==> run_1/metal_stack.png <==
Only two layers are drawn.
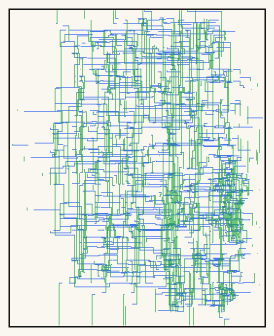
==> run_1/final_clocks.png <==
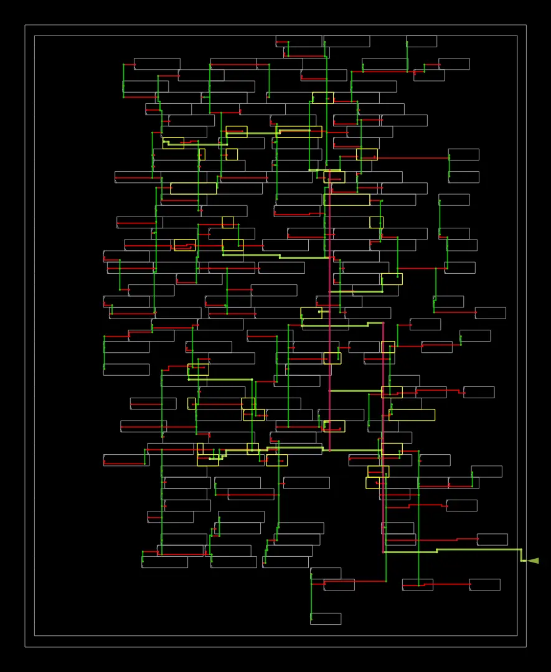
==> run_1/zoom.png <==
Region (10, 92) to (50, 132) microns. Cells in grey, sequential cells in the stronger grey; small squares are vias.
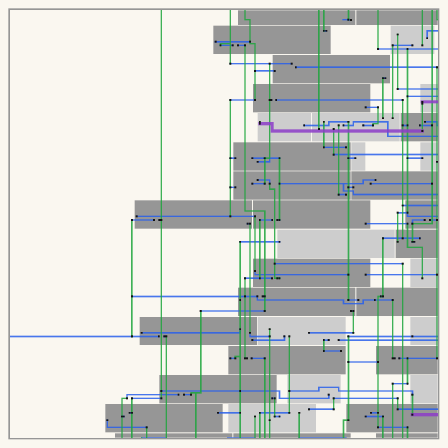
==> run_1/port_nets.png <==
Bar = 20 microns.
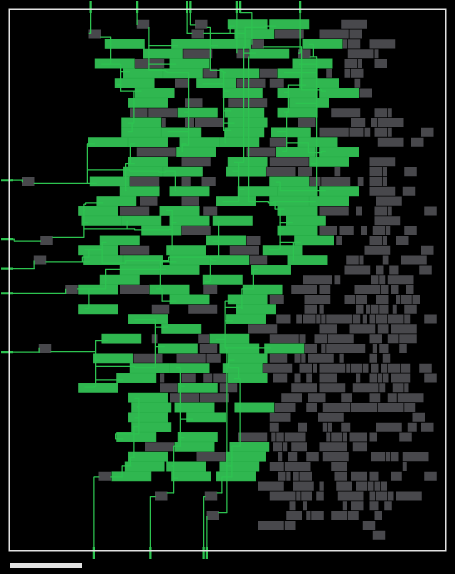
<file path="config.mk">
export PLATFORM = sky130hd
export DESIGN_NAME = sample_feeder_flat
export DESIGN_NICKNAME = d
export VERILOG_FILES = /design/src/rtl/sample_feeder_pkg.sv /design/src/rtl/sample_feeder_if.sv /design/src/rtl/sample_feeder_fifo.sv /design/src/rtl/sample_feeder.sv /design/src/flat_wrapper.sv
export SDC_FILE = /design/constraint.sdc
export NUM_CORES = 1
export LEC_CHECK = 0
export CAP_MARGIN = 10
export CORE_ASPECT_RATIO = 1.25
export CORE_MARGIN = 2
export CORE_UTILIZATION = 40
export CTS_BUF_LIST = sky130_fd_sc_hd__clkbuf_8
export CTS_CLUSTER_SIZE = 30
export DETAILED_ROUTE_END_ITERATION = 7
export GPL_ROUTABILITY_DRIVEN = 0
export PLACE_DENSITY_LB_ADDON = 0.3
export SLEW_MARGIN = 25
export SYNTH_ARGS = -nofsm -noshare
export SYNTH_HDL_FRONTEND = slang
export SYNTH_HIERARCHICAL = 1
export SYNTH_SLANG_ARGS = --single-unit
export TNS_END_PERCENT = 100
</file>
<file path="constraint.sdc">
create_clock -name clk_i -period 8.25 [get_ports clk_i]
set_clock_uncertainty 0.05 [all_clocks]
set_input_delay 1.65 -clock clk_i [delete_from_list [all_inputs] [get_ports clk_i]]
set_output_delay 1.65 -clock clk_i [all_outputs]
set_load 0.005 [all_outputs]
</file>
<file path="src/rtl/sample_feeder_pkg.sv">
// rtl/sample_feeder_pkg.sv - shared types and helpers for the sample feeder (filter front end)
package sample_feeder_pkg;

  localparam int DATA_WIDTH = 16;

  typedef logic [DATA_WIDTH-1:0] data_t;

  typedef enum logic [1:0] {
    IDLE  = 2'd0,
    ISSUE = 2'd1,
    GAP   = 2'd2
  } feeder_state_e;

  // Gap counter only ever holds MinGap-2, so size it for that value (min 1 bit).
  function automatic int gap_cnt_width(input int min_gap);
    return (min_gap > 2) ? $clog2(min_gap - 1) : 1;
  endfunction

endpackage

</file>
<file path="src/rtl/sample_feeder_if.sv">
// rtl/sample_feeder_if.sv - source handshake, filter request and status bundle; SAMPLE_FEEDER_STATS_EN adds counters
interface sample_feeder_if #(
  parameter int DataWidth = 16,
  parameter int Depth     = 8
);

  logic                   src_valid_i;
  logic [DataWidth-1:0]   src_data_i;
  logic                   src_ready_o;
  logic                   data_in_req_o;
  logic [DataWidth-1:0]   data_in_o;
  logic [$clog2(Depth):0] fill_o;
`ifdef SAMPLE_FEEDER_STATS_EN
  logic [15:0]            issued_cnt_o;
  logic [15:0]            stall_cnt_o;
`endif

`ifdef SAMPLE_FEEDER_STATS_EN
  modport master (
    output src_valid_i, src_data_i,
    input  src_ready_o, data_in_req_o, data_in_o, fill_o, issued_cnt_o, stall_cnt_o
  );
  modport slave (
    input  src_valid_i, src_data_i,
    output src_ready_o, data_in_req_o, data_in_o, fill_o, issued_cnt_o, stall_cnt_o
  );
`else
  modport master (
    output src_valid_i, src_data_i,
    input  src_ready_o, data_in_req_o, data_in_o, fill_o
  );
  modport slave (
    input  src_valid_i, src_data_i,
    output src_ready_o, data_in_req_o, data_in_o, fill_o
  );
`endif

endinterface

</file>
<file path="src/rtl/sample_feeder_fifo.sv">
// rtl/sample_feeder_fifo.sv - synchronous sample FIFO with look-ahead head and second entry
module sample_fifo #(
  parameter int DataWidth = 16,
  parameter int Depth     = 8
) (
  input  logic                   clk_i,
  input  logic                   rst_i,
  input  logic                   push_i,
  input  logic [DataWidth-1:0]   push_data_i,
  input  logic                   pop_i,
  output logic                   full_o,
  output logic                   empty_o,
  output logic [$clog2(Depth):0] count_o,
  output logic [DataWidth-1:0]   head_o,
  output logic [DataWidth-1:0]   head_next_o
);

  localparam int PtrW   = $clog2(Depth);
  localparam int CountW = PtrW + 1;

  logic [DataWidth-1:0] mem [Depth];
  logic [PtrW-1:0]      wr_ptr;
  logic [PtrW-1:0]      rd_ptr;
  logic [PtrW-1:0]      rd_ptr_nxt;
  logic [CountW-1:0]    count;
  logic                 do_push;
  logic                 do_pop;

  // A full FIFO refuses pushes even when a pop frees a slot in the same cycle.
  assign do_push    = push_i && !full_o;
  assign do_pop     = pop_i && !empty_o;
  assign rd_ptr_nxt = rd_ptr + 1'b1;

  // Sample storage; contents are don't-care until written, so no reset.
  always_ff @(posedge clk_i) begin
    if (do_push) begin
      mem[wr_ptr] <= push_data_i;
    end
  end

  // Pointers wrap naturally (power-of-two depth); occupancy tracks push/pop.
  always_ff @(posedge clk_i) begin
    if (rst_i) begin
      wr_ptr <= '0;
      rd_ptr <= '0;
      count  <= '0;
    end else begin
      if (do_push) wr_ptr <= wr_ptr + 1'b1;
      if (do_pop)  rd_ptr <= rd_ptr_nxt;
      case ({do_push, do_pop})
        2'b10:   count <= count + 1'b1;
        2'b01:   count <= count - 1'b1;
        default: count <= count;
      endcase
    end
  end

  assign full_o      = (count == CountW'(Depth));
  assign empty_o     = (count == '0);
  assign count_o     = count;
  assign head_o      = mem[rd_ptr];
  assign head_next_o = mem[rd_ptr_nxt];

endmodule

</file>
<file path="src/rtl/sample_feeder.sv">
// rtl/sample_feeder.sv - paces buffered samples to the FIR filter; optional SAMPLE_FEEDER_STATS_EN counters
module sample_feeder
  import sample_feeder_pkg::*;
#(
  parameter int DataWidth = DATA_WIDTH,
  parameter int Depth     = 8,
  parameter int MinGap    = 128
) (
  input  logic           clk_i,
  input  logic           rst_i,
  sample_feeder_if.slave bus
);

  localparam int CountW = $clog2(Depth) + 1;
  localparam int CntW   = gap_cnt_width(MinGap);
  localparam logic [CntW-1:0] GapLoad = CntW'((MinGap >= 2) ? (MinGap - 2) : 0);

  feeder_state_e        state_q, state_d;
  logic [CntW-1:0]      gap_q, gap_d;
  logic                 req_q;
  logic [DataWidth-1:0] data_q, data_d;

  logic                 full;
  logic                 empty;
  logic [CountW-1:0]    count;
  logic [DataWidth-1:0] head;
  logic [DataWidth-1:0] head_next;
  logic                 push;
  logic                 pop;
  logic                 avail_after_pop;
  logic [DataWidth-1:0] next_sample;

  assign bus.src_ready_o = !rst_i && !full;
  assign push            = bus.src_valid_i && bus.src_ready_o;
  assign pop             = (state_q == ISSUE);

  // Back-to-back issue (MinGap 1) needs the entry behind the one being popped;
  // with only one entry buffered that is the sample arriving this cycle.
  assign avail_after_pop = (count > CountW'(1)) || push;
  assign next_sample     = (count > CountW'(1)) ? head_next : bus.src_data_i;

  sample_fifo #(
    .DataWidth (DataWidth),
    .Depth     (Depth)
  ) u_fifo (
    .clk_i       (clk_i),
    .rst_i       (rst_i),
    .push_i      (push),
    .push_data_i (bus.src_data_i),
    .pop_i       (pop),
    .full_o      (full),
    .empty_o     (empty),
    .count_o     (count),
    .head_o      (head),
    .head_next_o (head_next)
  );

  // Next state, gap countdown and the sample to present on the next request.
  always_comb begin
    state_d = state_q;
    gap_d   = gap_q;
    data_d  = data_q;
    unique case (state_q)
      IDLE: begin
        if (!empty) state_d = ISSUE;
      end
      ISSUE: begin
        if (MinGap == 1) begin
          state_d = avail_after_pop ? ISSUE : IDLE;
        end else begin
          state_d = GAP;
          gap_d   = GapLoad;
        end
      end
      GAP: begin
        if (gap_q == '0) begin
          state_d = empty ? IDLE : ISSUE;
        end else begin
          gap_d = gap_q - 1'b1;
        end
      end
      default: state_d = IDLE;
    endcase
    if (state_d == ISSUE) begin
      data_d = (state_q == ISSUE) ? next_sample : head;
    end
  end

  // State and registered filter outputs; reset drops any in-flight request.
  always_ff @(posedge clk_i) begin
    if (rst_i) begin
      state_q <= IDLE;
      gap_q   <= '0;
      req_q   <= 1'b0;
      data_q  <= '0;
    end else begin
      state_q <= state_d;
      gap_q   <= gap_d;
      req_q   <= (state_d == ISSUE);
      data_q  <= data_d;
    end
  end

  assign bus.data_in_req_o = req_q;
  assign bus.data_in_o     = data_q;
  assign bus.fill_o        = count;

`ifdef SAMPLE_FEEDER_STATS_EN
  logic [15:0] issued_q;
  logic [15:0] stall_q;

  // Issued requests wrap; source stall cycles saturate.
  always_ff @(posedge clk_i) begin
    if (rst_i) begin
      issued_q <= '0;
      stall_q  <= '0;
    end else begin
      if (req_q) issued_q <= issued_q + 1'b1;
      if (bus.src_valid_i && !bus.src_ready_o && (stall_q != 16'hFFFF)) begin
        stall_q <= stall_q + 1'b1;
      end
    end
  end

  assign bus.issued_cnt_o = issued_q;
  assign bus.stall_cnt_o  = stall_q;
`endif

endmodule

</file>
<file path="src/flat_wrapper.sv">
// flat-port wrapper written by rule: the top's interface ports become plain ports
module sample_feeder_flat import sample_feeder_pkg::*;
#(
  parameter int DataWidth = DATA_WIDTH,
  parameter int Depth     = 8,
  parameter int MinGap    = 128
)
  (clk_i, rst_i, bus_src_valid_i, bus_src_data_i, bus_src_ready_o, bus_data_in_req_o, bus_data_in_o, bus_fill_o);
  sample_feeder_if #(.DataWidth(DataWidth), .Depth(Depth)) bus_i ();
  input  logic clk_i;
  input  logic rst_i;
  input wire logic [$bits(bus_i.src_valid_i)-1:0] bus_src_valid_i;
  input wire logic [$bits(bus_i.src_data_i)-1:0] bus_src_data_i;
  output wire logic [$bits(bus_i.src_ready_o)-1:0] bus_src_ready_o;
  output wire logic [$bits(bus_i.data_in_req_o)-1:0] bus_data_in_req_o;
  output wire logic [$bits(bus_i.data_in_o)-1:0] bus_data_in_o;
  output wire logic [$bits(bus_i.fill_o)-1:0] bus_fill_o;
  assign bus_i.src_valid_i = bus_src_valid_i;
  assign bus_i.src_data_i = bus_src_data_i;
  assign bus_src_ready_o = bus_i.src_ready_o;
  assign bus_data_in_req_o = bus_i.data_in_req_o;
  assign bus_data_in_o = bus_i.data_in_o;
  assign bus_fill_o = bus_i.fill_o;
  sample_feeder #(.DataWidth(DataWidth), .Depth(Depth), .MinGap(MinGap)) u_core (.clk_i(clk_i), .rst_i(rst_i), .bus(bus_i));
endmodule
</file>
==> notes.md, run 1 <==
run metrics: Initial DRC Count=344, worst setup margin=3610 ps, Slew @ Worst Pin=996 ps, CP startpoint kind=input pin, pin count of the biggest net entering global routing=36, post-route insts no fill=673, WHS Endpoint=u_core/bus.data_in_o[5], Pint=1550 uW, RR Startpoint=u_core/state_q[0], Reg-to-Reg End=u_core/u_fifo/count_o[2], worst-skew pair later-pin latency=440 ps, CP endpoint kind=output pin, Nets=465, Max IR drop VDD=0.119 mV, HP Class=flip-flop to flip-flop, area grow syn2layout=15.6%, Final setup viols=0, Post-Place Cells=641, hold_buf cts=0, minimum clock period=4640 ps, DP Area=0.00739 sq mm, initial antenna violation count=0, Final Cycle Share=0.563, Biggest Area Class=flip-flops and latches, relative slew slack=0.334, outcome=finished clean, CP top delay family=buffers and inverters
-- metal_stack.png (at the start) --
- met1: blue (wire length 5270 microns)
- met2: green (wire length 6380 microns)

-- final_clocks.png (at the start) --
clk sinks: 167
clk_buf instances: 17

-- zoom.png (at the start) --
- met3: purple
- met2: green
- met1: blue
- sequential cells in the window: 19
- most frequent: edfxtp_1 (19), clkbuf_8 (3), mux4_2 (3)
- netlist names of flops here include: `u_core/u_fifo/mem` (19)
- cells with their middle in the window: 30

-- port_nets.png (at the start) --
- `bus_src_data_i`: green (bits 16; direction input; edge 7 top, 5 left, 4 bottom; end cells 128; buffers 16; wire 1290 microns)
Port Buffers: 40
I/O pins: 41

-- run 1: per-layer routing --
layer  GRT usage  vias to the layer above  share of wire
met5           0                        -              0
met3      0.0385                       13          0.037
met1       0.187                     1776           0.43
met2       0.249                       71           0.52
met4      0.0500                        0          0.015
li1            -                     1633              -
-- run 1: how the worst max path moves through the flow --
stage                     startpoint  depth (start not counted)  slack [ps]                 endpoint
after floorplan                rst_i                          4        3990  u_core/u_fifo/mem[0][0]
after global routing           rst_i                          4        3550          bus_src_ready_o
after detailed placement       rst_i                          4        3590          bus_src_ready_o
final                          rst_i                          4        3610          bus_src_ready_o
after global placement         rst_i                          4        3620          bus_src_ready_o
after CTS                      rst_i                          4        3600          bus_src_ready_o
-- run 1: power by group through the flow --
stage          clock network (uW)  logic, uW  registers [uW]
2_1_floorplan                   0        309            1040
3_3_place_gp                    0        430            1070
3_5_place_dp                    0        438            1080
4_1_cts                       650        440            1060
5_1_grt                       686        482            1070
6_report                      633        434            1060
-- run 1: cells in the final DEF (no fill, tap or decap), drive strengths merged, types with 2 or more instances in the layout --
| cell type | instances |
|---|---|
| nor2 | 16 |
| clkinvlp | 3 |
| clkinv | 3 |
| clkbuf | 17 |
| nand2b | 6 |
| inv | 12 |
| or4b | 2 |
| nand3 | 21 |
| xor2 | 6 |
| mux4 | 32 |
| or2 | 3 |
| o311ai | 2 |
| or3 | 3 |
| mux2 | 17 |
| a31oi | 2 |
| buf | 7 |
| nand2 | 21 |
| nor2b | 2 |
| nand3b | 2 |
| o21ai | 3 |
| clkdlybuf4s50 | 40 |
| xnor2 | 2 |
| mux2i | 18 |
| edfxtp | 128 |
| bufinv | 4 |
| nor4b | 3 |
| nor4 | 4 |
| dfxtp | 39 |
| nor3 | 7 |
| ha | 6 |
| a21oi | 7 |
==> run_1/registers.png <==
Bar = 20 microns.
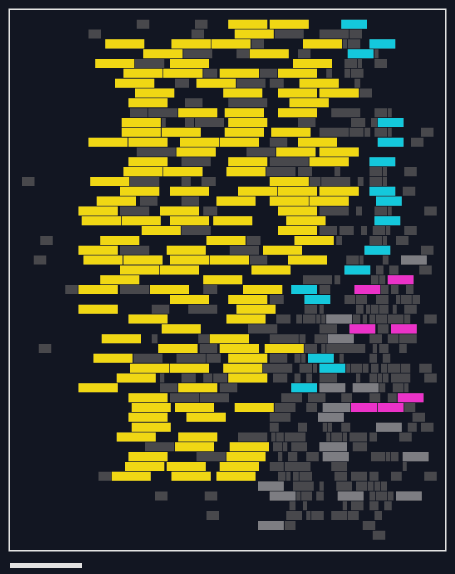

--- run 2 (diff from run 1) ---
==> constraint.sdc (replaced) <==
create_clock -name clk_i -period 4.83 [get_ports clk_i]
set_clock_uncertainty 0.05 [all_clocks]
set_input_delay 0.966 -clock clk_i [delete_from_list [all_inputs] [get_ports clk_i]]
set_output_delay 0.966 -clock clk_i [all_outputs]
set_load 0.005 [all_outputs]
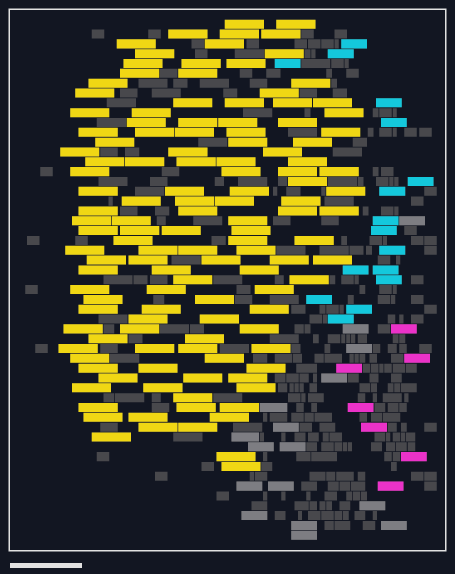
(run_2/registers.png)
Bar = 20 microns.
- `u_core/u_fifo/mem`: yellow (flops 128)
- `u_core/bus.data_in_o`: cyan (flops 16)
- `u_core/gap_q`: magenta (flops 7; where bottom right)
Seq. cell area: 0.00463 sq mm
seq pwr: 1800 uW
final core utilization: 0.464
sequential share of cell area: 0.597

==> run 2 against run 1 <==
Sequential cell count unchanged. Register-to-register slack got worse by 3500 ps. Highest routed layer unchanged. Design area decreased by 0.99%. Synthesized cell count unchanged. Combinational power increased by 71%. First-iteration DRC count decreased by 27%.
==> notes.md, run 2 <==
run metrics: Nets=470, Die Ht=149 microns, cell count after synthesis=401, DP Area=0.00740 sq mm, clk sinks=167, met3 Use GR=0.0385, final wirelength=12600 microns, I/O pins=41, Top Usage Layer GRT=met2, Final Cycle Share=0.663, critical path arrival=3540 ps, DIE WIDTH=120 microns, RR Startpoint=u_core/state_q[0], setup_tns=0 ps, TritonCTS clock tree=yes, relative slew slack=0.328, Pre-antenna DRT Iters=4, Initial DRC Count=250, CP startpoint kind=flip-flop, M2 GR Usage=0.263, area grow syn2layout=14.4%, hold_buf cts=0, Commonest Layout Cell=edfxtp_1, Top cells excl fill/tap=edfxtp_1, clkdlybuf4s50_1, dfxtp_1, HP Class=flip-flop to flip-flop, Synth Area per Inst=16.9 sq um, WL/cell=18.6 microns, Port Buffers=40, CP endpoint kind=flip-flop, pin count of the biggest net entering global routing=36, GR Overflow Total=0, minimum clock period=3200 ps, max reg flops=128, met1 usage=0.184, Largest Register=u_core/u_fifo/mem, Final setup viols=0, crit path from=u_core/state_q[0], CTS Buffer Depth=2, worst-skew pair later-pin latency=450 ps, # rows=53, initial antenna violation count=0, Max IR drop VDD=0.196 mV, Slew @ Worst Pin=1010 ps, outcome=finished clean
==> run 2: path summary, 6_finish.rpt <==
| kind | end | slack, ps |
|---|---|---|
| max | u_core/u_fifo/count_o[2] | 1630 |
| min | u_core/bus.data_in_o[0] | 410 |
| max reg2reg | u_core/u_fifo/count_o[2] | 1630 |
| min reg2reg | u_core/bus.data_in_o[0] | 410 |
==> run 2: area by class of cell <==
type	count	area, sq um	area share
sequential	167	4630	0.597
multi-input combinational	200	1980	0.256
timing repair buffer	52	490	0.0633
tap	220	275	0.0355
clock buffer	19	262	0.0338
clock inverter	13	83.8	0.0108
inverter	7	26.3	0.00339
==> run 2: metrics by stage <==
stage	worst slack (ps)	util	total power, uW	cells
final	1630	0.464	3410	678
after floorplan	1250	-	2310	401
after global routing	1280	0.464	3580	678
after detailed placement	1400	0.443	2590	646
after CTS	1610	0.464	3460	678
after global placement	1430	0.443	2570	646
==> run 2: critical path, cell delays in order, from the launching register on <==
cell and delay [ps]:
dfxtp_1 650, nand2b_1 520, inv_1 260, o41a_1 320, ha_1 320, xor2_1 190, ha_1 170, a21oi_1 50
xor2_1 160, or3_1 300, a21oi_1 140
==> run 2: where the power goes <==
group	total [uW]	internal, uW	switching, uW
clock network	868	378	490
logic	742	408	335
registers	1800	1670	131
==> run 2: layer usage <==
metal  up-vias  share of wire  wire length [microns]
met5         -              0                      0
met4         0          0.013                    159
met3        11          0.038                    486
met2        67           0.52                   6530
met1      1822           0.43                   5460
li1       1642              -                      -
==> run_2/port_nets.png <==
Bar = 20 microns.
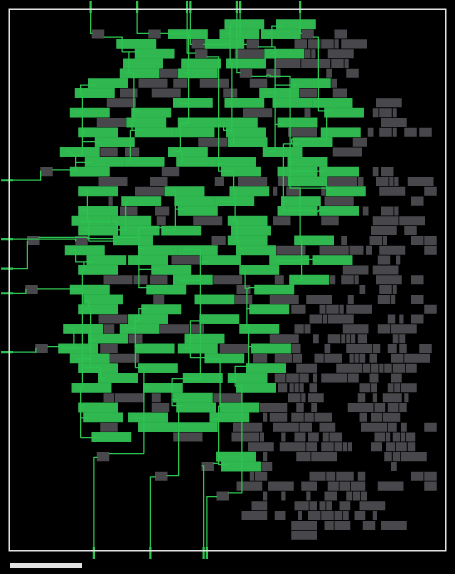

--- run 3 (diff from run 2) ---
==> constraint.sdc (replaced) <==
create_clock -name clk_i -period 3.2 [get_ports clk_i]
set_clock_uncertainty 0.05 [all_clocks]
set_input_delay 0.64 -clock clk_i [delete_from_list [all_inputs] [get_ports clk_i]]
set_output_delay 0.64 -clock clk_i [all_outputs]
set_load 0.005 [all_outputs]
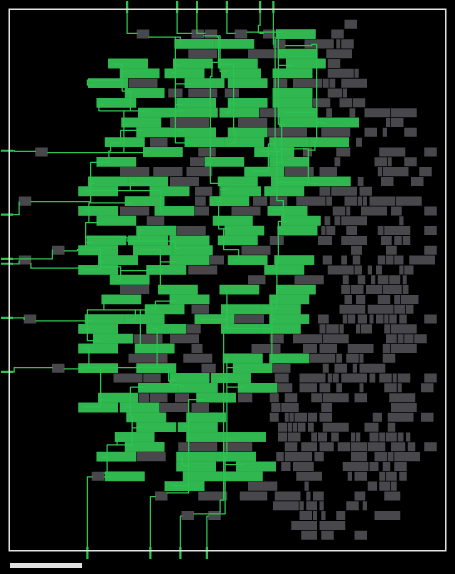
(run_3/port_nets.png)
Bar = 20 microns.
- `bus_src_data_i`: green (bits 16; direction input; edge 6 top, 6 left, 4 bottom; end cells 128; buffers 16; wire 1340 microns)

==> run 3 against run 2 <==
Core utilization rose by 0.96 points. Register-to-register slack got worse by 1400 ps. Die size did not move. Global-route usage fell by 0.38 points. Sequential share of layout area fell by 1.2 points. Largest cell class unchanged. Highest routed layer unchanged.
==> notes.md, run 3 <==
run metrics: fillers=1435, WL/cell=18.3 microns, Slew @ Worst Pin=909 ps, Die Ht=149 microns, Cell Chain, Critical Path=or4b_4 -> inv_1 -> nor2_1 -> and2_1 -> nand2_8 -> ha_1 -> xor2_1 -> ha_1 -> a21oi_1 -> xor2_1 -> or3_1 -> a21oi_1, Top cells excl fill/tap=edfxtp_1, clkdlybuf4s50_1, dfxtp_1, CTS Buffer Depth=2, worst-skew pair later-pin latency=450 ps, cell count after synthesis=401, max reg flops=128, TritonCTS clock tree=yes, CP endpoint kind=flip-flop, CP startpoint kind=flip-flop, Commonest Layout Cell=edfxtp_1, final wirelength=12500 microns, Final Cycle Share=0.915, GR Overflow Total=0, Port Buffers=40, Synth Area per Inst=16.9 sq um, DIE WIDTH=120 microns, Reg clk slew, reported paths=90 ps, setup_tns=0 ps, synth warn=6, HP Class=flip-flop to flip-flop, Power Total=5540 uW, I/O pins=41, Initial DRC Count=293, final core utilization=0.473, clk sinks=167, Slowest cell on crit path=or4b_4, critical path arrival=3260 ps, Pre-antenna DRT Iters=4, Max IR drop VDD=0.269 mV, # rows=53, WP data required=3530 ps, Largest Register=u_core/u_fifo/mem, Final setup viols=0, outcome=finished clean, minimum clock period=2930 ps, pin count of the biggest net entering global routing=33, Num CTS Buffers=17, Nets=475
## run 3: worst max-delay path, delay by kind of cell, from the launching register on
family | cells | cell delay (ps)
adders and majority gates | 2 | 450
DFF | 1 | 390
xor gates and xnor gates | 2 | 370
buffers and inverters | 1 | 80
and+or+nand+nor | 5 | 1320
AOI/OAI and AO/OA | 2 | 200
## run 3: final cells by class
class                   instances  area (sq um)  share of cell area
well taps                     220           275              0.0348
clock inverters                14           214              0.0271
inverters                       7          26.3             0.00332
multi-input cells             200          1990               0.252
clock buffers                  17           234              0.0296
flip-flops and latches        167          4630               0.585
repair buffers                 57           541              0.0684
## run 3: final timing paths
path | start | to | slack (ps) | cells after the start
min reg2reg | u_core/bus.data_in_o[12] | u_core/bus.data_in_o[12] | 410 | 2
min | u_core/bus.data_in_o[12] | u_core/bus.data_in_o[12] | 410 | 2
max reg2reg | u_core/u_fifo/count_o[2] | u_core/u_fifo/count_o[2] | 270 | 12
max | u_core/u_fifo/count_o[2] | u_core/u_fifo/count_o[2] | 270 | 12
## run 3: report_power, final
group	switching, uW	internal [uW]
registers	169	2520
logic	557	629
clock network	795	873
## run 3: layer usage
metal,track usage,up-vias,routed length [microns]
met5,0,-,0
met3,0.0309,14,390
li1,-,1663,-
met2,0.254,56,6540
met1,0.187,1813,5400
met4,0.0488,0,174
## run 3: through the flow
stage | hold WS (ps) | worst slack, ps | area (sq um) | cells
2_1_floorplan | 404 | 209 | 6780 | 401
3_3_place_gp | 397 | 203 | 7460 | 651
3_5_place_dp | 401 | 122 | 7460 | 651
4_1_cts | 419 | 288 | 7910 | 682
5_1_grt | 440 | 182 | 7910 | 682
6_report | 413 | 273 | 7910 | 682
No activity file was given, so power comes from the tool's default toggle rates.
